File: src/rtl/obs_fifo.sv
`default_nettype none
// ---------------------------------------------------------------------------
// obs_fifo: single-clock FIFO with extra pointer bit for full/empty split.
// Rev 1.0
// ---------------------------------------------------------------------------
module obs_fifo #(
  parameter int WIDTH = 8,
  parameter int DEPTH = 4
) (
  input  logic                     clock,
  input  logic                     reset,
  input  logic                     push,
  input  logic                     pop,
  input  logic [WIDTH-1:0]         wdata,
  output logic [WIDTH-1:0]         rdata,
  output logic                     full,
  output logic                     empty,
  output logic [$clog2(DEPTH):0]   level
);

  localparam int c_ptrW = $clog2(DEPTH) + 1;

  logic [c_ptrW-1:0] r_wrPtr;
  logic [c_ptrW-1:0] r_rdPtr;
  logic [WIDTH-1:0]  r_mem [DEPTH];
  logic              w_doPush;
  logic              w_doPop;

  assign empty    = (r_wrPtr == r_rdPtr);
  assign full     = (r_wrPtr[c_ptrW-1] != r_rdPtr[c_ptrW-1]) &&
                    (r_wrPtr[c_ptrW-2:0] == r_rdPtr[c_ptrW-2:0]);
  assign level    = r_wrPtr - r_rdPtr;
  assign w_doPop  = pop && !empty;
  assign w_doPush = push && (!full || w_doPop);
  assign rdata    = r_mem[r_rdPtr[c_ptrW-2:0]];

  always_ff @(posedge clock or negedge reset) begin
    if (!reset) begin
      r_wrPtr <= '0;
      r_rdPtr <= '0;
    end else begin
      if (w_doPush) r_wrPtr <= r_wrPtr + c_ptrW'(1);
      if (w_doPop)  r_rdPtr <= r_rdPtr + c_ptrW'(1);
    end
  end

  // Storage needs no reset: the pointers alone define which words are live.
  always_ff @(posedge clock) begin
    if (w_doPush) r_mem[r_wrPtr[c_ptrW-2:0]] <= wdata;
  end

endmodule
`default_nettype wire

File: config.mk
export PLATFORM = sky130hd
export DESIGN_NAME = obs_fifo
export DESIGN_NICKNAME = d
export VERILOG_FILES = /design/src/rtl/obs_fifo.sv
export SDC_FILE = /design/constraint.sdc
export NUM_CORES = 1
export LEC_CHECK = 0
export ABC_AREA = 1
export CORE_MARGIN = 5
export CORE_UTILIZATION = 53
export DETAILED_ROUTE_END_ITERATION = 10
export MAX_ROUTING_LAYER = met4
export PLACE_DENSITY = 0.78
export SLEW_MARGIN = 25
export SYNTH_ARGS = -nofsm -noshare
export SYNTH_HDL_FRONTEND = slang
export SYNTH_SLANG_ARGS = --single-unit
File: constraint.sdc
create_clock -name clock -period 2.5 [get_ports clock]
set_input_delay 0.25 -clock clock [delete_from_list [all_inputs] [get_ports clock]]
set_output_delay 0.25 -clock clock [all_outputs]
set_load 0.01 [all_outputs]
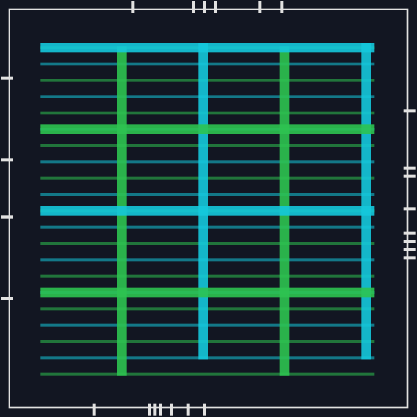
Run 1: supply network
(6 px per um) Pins as bars on the die edge.
| colour | net |
|---|---|
| cyan | VDD |
| green | VSS |
met4 straps: 4
met1 rails: 21

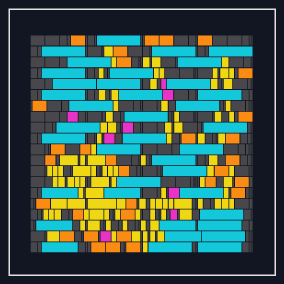
Run 1: placed cells, one colour a class
(4 px per um) Fill, decap, tap and diode cells in grey.
| colour | class | cells | share of their area |
|---|---|---|---|
| magenta | clock drivers and dummy loads | 8 | 2.7% |
| orange | remaining buffers and delay cells | 31 | 15% |
| yellow | remaining logic cells | 98 | 27% |
| cyan | registers | 38 | 56% |

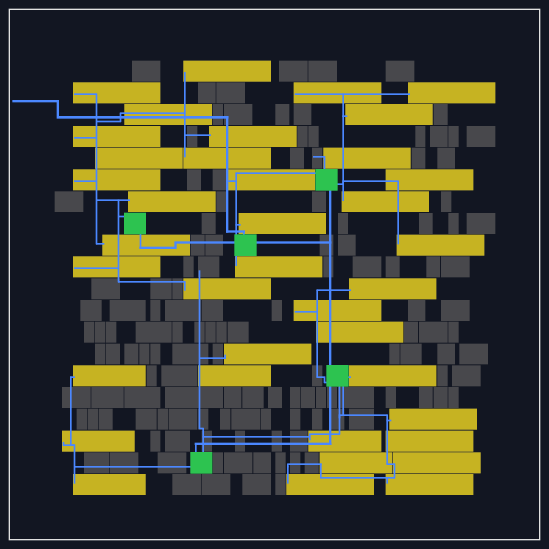
Run 1: clock wires, drivers and flops
(8 px per um)
[yellow] flip-flops | count: 38
[green] clock-net drivers | count: 5
[blue] clock wires | length: 431 um
routed clock nets: 6

==> flow_summary_export.csv, run 1 <==
group,metric,value,unit
timing,fin_worst_skew,8.24,ps
setup_path,reg2reg_depth,8,
setup_path,r2r_start,"r_rdPtr[1]",
timing,max_freq,426,MHz
finish,design_area,2040,sq um
logic_synthesis,syn_area_per_cell,11.9,sq um
finish,num-nets-final,194,
timing,setup_slack,155,ps
finish,largest_reg_flops,32,
finish,largestClassByArea,"sequential cells",
finish,comb_share,23.0,%
timing,hold_viol_final,0,
finish,buffer_area_share,14.3,%
finish,seq_area,1110,sq um
finish,seq_share,54.4,%
logic_synthesis,synth_nets,160,
timing,tightest_slew,317,ps
clock_network,clockRootBuffer,"clkbuf_4",
clock_network,cts_tree,"done",
logic_synthesis,topCombFamilyByArea,"simple AND/OR/NAND/NOR gates",
die,coreArea,3030,sq um
timing,slew_headroom,78.8,%
placement,placed_cell_area,1980,sq um
power,powerComb,1.29,mW
global_route,grt.total_usage,16.9,%
finish,clk_share,2.63,%
status,status,"complete, no violations",
timing,fin_crit_sh,93.8,%
run,warnings,30,
finish,logic_area,469,sq um
finish,final_util,67.4,%
power,power_leader,"combinational cells",
global_route,grt_pass1_wl,5190,um
global_route,use_met2,26.9,%
timing,finalMaxSlewViolations,0,
logic_synthesis,postSynthSeqShare,66.6,%
-- run 1: synth_stat cells (2+ instances only) --
master,count,area [sq um]
dfrtp_1,6,150
edfxtp_1,32,961
ha_1,7,87.6
inv_1,14,52.6
inv_2,2,7.51
nand2_1,15,56.3
nand2_2,3,18.8
nand3_1,6,30.0
nor2_1,21,78.8
o21ai_0,16,80.1
o22ai_1,8,50.1
xor2_1,3,26.3
-- run 1: per-stage QoR --
step	instances	hold WS, ps
after floorplan	140	-45.6
after global placement	210	514
after detailed placement	210	521
after CTS	218	133
after global routing	219	152
final	219	142
-- run 1: worst max-delay path, cell delays in order, from the launching register on --
cell,delay (ps)
dfrtp_1,400
inv_1,250
ha_1,300
nand2_1,90
inv_1,70
nand2_2,120
inv_1,50
clkdlybuf4s50_1,470
Run 1, wiring by layer:
(6 px per um) Only two layers are drawn.
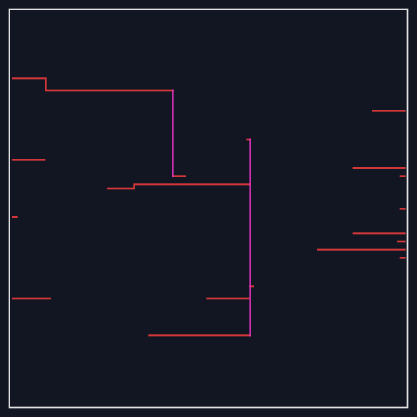

==> inputs of run 2 (changes only) <==
--- a/config.mk
+++ b/config.mk
@@ -6,6 +6,7 @@
 export NUM_CORES = 1
 export LEC_CHECK = 0
 export ABC_AREA = 1
+export CORE_ASPECT_RATIO = 0.8
 export CORE_MARGIN = 5
 export CORE_UTILIZATION = 53
 export DETAILED_ROUTE_END_ITERATION = 10
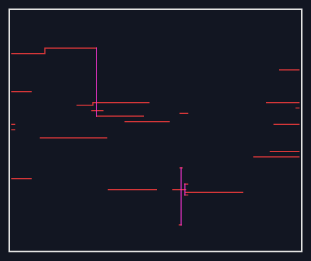
Run 2: wiring by layer
(4 px per um) Only two layers are drawn.
| colour | layer | wire length |
|---|---|---|
| red | M3 | 166 um |
| magenta | M4 | 34.0 um |

==> run 2 against run 1 <==
Clock skew fell by 2.5 ps. Die area rose by 0.15%. Highest routed layer unchanged. Sequential cell count did not move. Register-to-register slack improved by 120 ps. Routed wire length fell by 2.2%. Non-clock buffer count did not move. Worst hold slack improved by 81 ps. Design area rose by 1.1%. Total power rose by 3.1%. Combinational power barely moved. Global-route usage fell by 0.41 points. Clock-buffer cell count rose by 1.
==> flow_summary_export.csv, run 2 <==
group,metric,value,unit
status,status,"complete, no violations",
logic_synthesis,syn_area_per_cell,11.9,sq um
finish,final_util,67.4,%
clock_network,cts_tree,"done",
timing,max_freq,432,MHz
route,first_pass_iters,4,
logic_synthesis,synth_nets,160,
logic_synthesis,postSynthSeqShare,66.6,%
global_route,grt.total_usage,16.5,%
finish,num-nets-final,194,
timing,tns,0,ps
logic_synthesis,common_cells,"edfxtp_1 (32), nor2_1 (21), o21ai_0 (16)",
logic_synthesis,synth_largest_type_area_fraction,57.6,%
setup_path,critPathLaunchType,"flop",
placement,placed_cell_area,1980,sq um
finish,largest_reg_flops,32,
logic_synthesis,yosysMostFrequentCell,"edfxtp_1",
setup_path,reg2reg_depth,8,
setup_path,path_cells,"inv_1, ha_1, fa_1, xor2_1, clkdlybuf4s50_1",
timing,fin_worst_skew,5.69,ps
global_route,grt_pass1_wl,5000,um
route,routed_via_density,5.15,
timing,fin_crit_sh,92.5,%
setup_path,cp_slowest_cell,"clkdlybuf4s50_1",
run,warnings,30,
power,powerComb,1.27,mW
timing,hold_viol_final,0,
setup_path,r2r_start,"r_wrPtr[0]",
finish,area_growth,23.7,%
timing,finalMaxSlewViolations,0,
placement,dp.cells,207,
finish,layout_top_cells,"edfxtp_1 (32), clkdlybuf4s50_1 (24), nor2_1 (21)",
logic_synthesis,topCombFamilyByArea,"simple AND/OR/NAND/NOR gates",
power,power_leader,"combinational cells",
logic_synthesis,yosys.area.top_type,"edfxtp_1",
timing,tightest_slew,303,ps
die,coreArea,3060,sq um
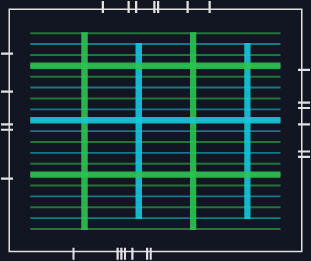
Run 2: supply network
(4 px per um) Pins as bars on the die edge.
| colour | net |
|---|---|
| cyan | VDD |
| green | VSS |
rows: 18
signal pins: 25
met1 rails: 19

run 2: worst max-delay path: cells and delay by family, from the launching register on:
kind / cells / cell delay [ps]
buffers and inverters: 2 / 650
adders and majority gates: 2 / 590
DFF: 1 / 390
xor gates and xnor gates: 1 / 150
run 2: final cells by class:
class,count,area [sq um]
Inverter,16,60.1
Timing Repair Buffer,31,293
Clock inverter,2,8.76
Sequential cell,38,1110
Multi-Input combinational cell,82,469
Tap cell,40,50.0
Clock buffer,6,72.6
Fill cell,245,998
run 2: per-stage QoR:
stage | setup WS, ps | hold slack [ps]
final | 188 | 223
after global routing | 84.5 | 241
after CTS | 173 | 228
after detailed placement | 480 | 528
after global placement | 508 | 513
after floorplan | 510 | -45.6
==> inputs of run 3 (changes only) <==
--- a/config.mk
+++ b/config.mk
@@ -6,12 +6,13 @@
 export NUM_CORES = 1
 export LEC_CHECK = 0
 export ABC_AREA = 1
+export CAP_MARGIN = 15
 export CORE_ASPECT_RATIO = 0.8
 export CORE_MARGIN = 5
-export CORE_UTILIZATION = 53
+export CORE_UTILIZATION = 50
 export DETAILED_ROUTE_END_ITERATION = 10
 export MAX_ROUTING_LAYER = met4
-export PLACE_DENSITY = 0.78
+export PLACE_DENSITY = 0.75
 export SLEW_MARGIN = 25
 export SYNTH_ARGS = -nofsm -noshare
 export SYNTH_HDL_FRONTEND = slang
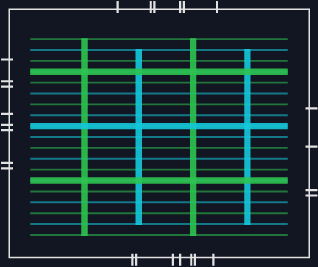
Run 3: supply network
(4 px per um) Pins as bars on the die edge.
| colour | net |
|---|---|
| green | VSS |
| cyan | VDD |
met4 straps: 4
signal pins: 25

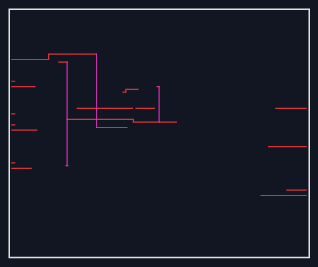
Run 3: wiring by layer
(4 px per um) Only two layers are drawn.
| colour | layer | wire length |
|---|---|---|
| magenta | M4 | 53.0 um |
| red | M3 | 136 um |

==> run 3 against run 2 <==
First-iteration DRC count shrank 2.3%. Synthesized area unchanged. Synthesized cell count stayed put. Setup slack worse by 18 ps. Critical path depth is the same. Worst hold slack gained 2.7 ps. Sequential power is essentially flat. Clock-buffer cell count grew 1.
==> flow_summary_export.csv, run 3 <==
group,metric,value,unit
logic_synthesis,synth_nets,160,
finish,stdcell_count,214,
status,status,"complete, no violations",
logic_synthesis,syn_area_per_cell,11.9,sq um
timing,max_freq,429,MHz
timing,tns,0,ps
finish,design_area,2060,sq um
finish,final_util,65.3,%
global_route,grt_pass1_wl,5120,um
clock_network,cts_tree,"done",
timing,setup_slack,170,ps
run,warnings,30,
setup_path,cp_slowest_cell,"clkdlybuf4s50_1",
finish,num-nets-final,194,
placement,dp.cells,207,
logic_synthesis,yosysMostFrequentCell,"edfxtp_1",
logic_synthesis,synth_largest_type_area_fraction,57.6,%
die,coreArea,3150,sq um
logic_synthesis,postSynthSeqShare,66.6,%
timing,timing.hold.ws,226,ps
setup_path,critPathMaxStageDelay,550,ps
setup_path,path_cells,"inv_1, ha_1, fa_1, xor2_1, clkdlybuf4s50_1",
run 3: final cells by class:
class / instances / area (sq um)
tap: 40 / 50.0
sequential: 38 / 1110
fill: 242 / 1090
timing repair buffer: 31 / 293
multi-input combinational: 82 / 469
inverter: 16 / 60.1
clock buffer: 7 / 76.3
run 3: logic make-up (layout without fill, tap and decap cells):
logic type	Yosys count	in the layout	synth area share (%)
simple gates	47	47	12.3
flops	38	38	66.6
compound gates	24	24	7.80
buf+inv	20	54	5.32
fa+ha+maj	8	8	6.45
xor+xnor	3	3	1.57
run 3: worst max-delay path: cells and delay by family, from the launching register on:
kind | cells | cell delay [ps]
fa+ha+maj | 2 | 590
flops | 1 | 390
xor+xnor | 1 | 160
buf+inv | 2 | 660
Power is estimated from default activity; no workload was simulated.
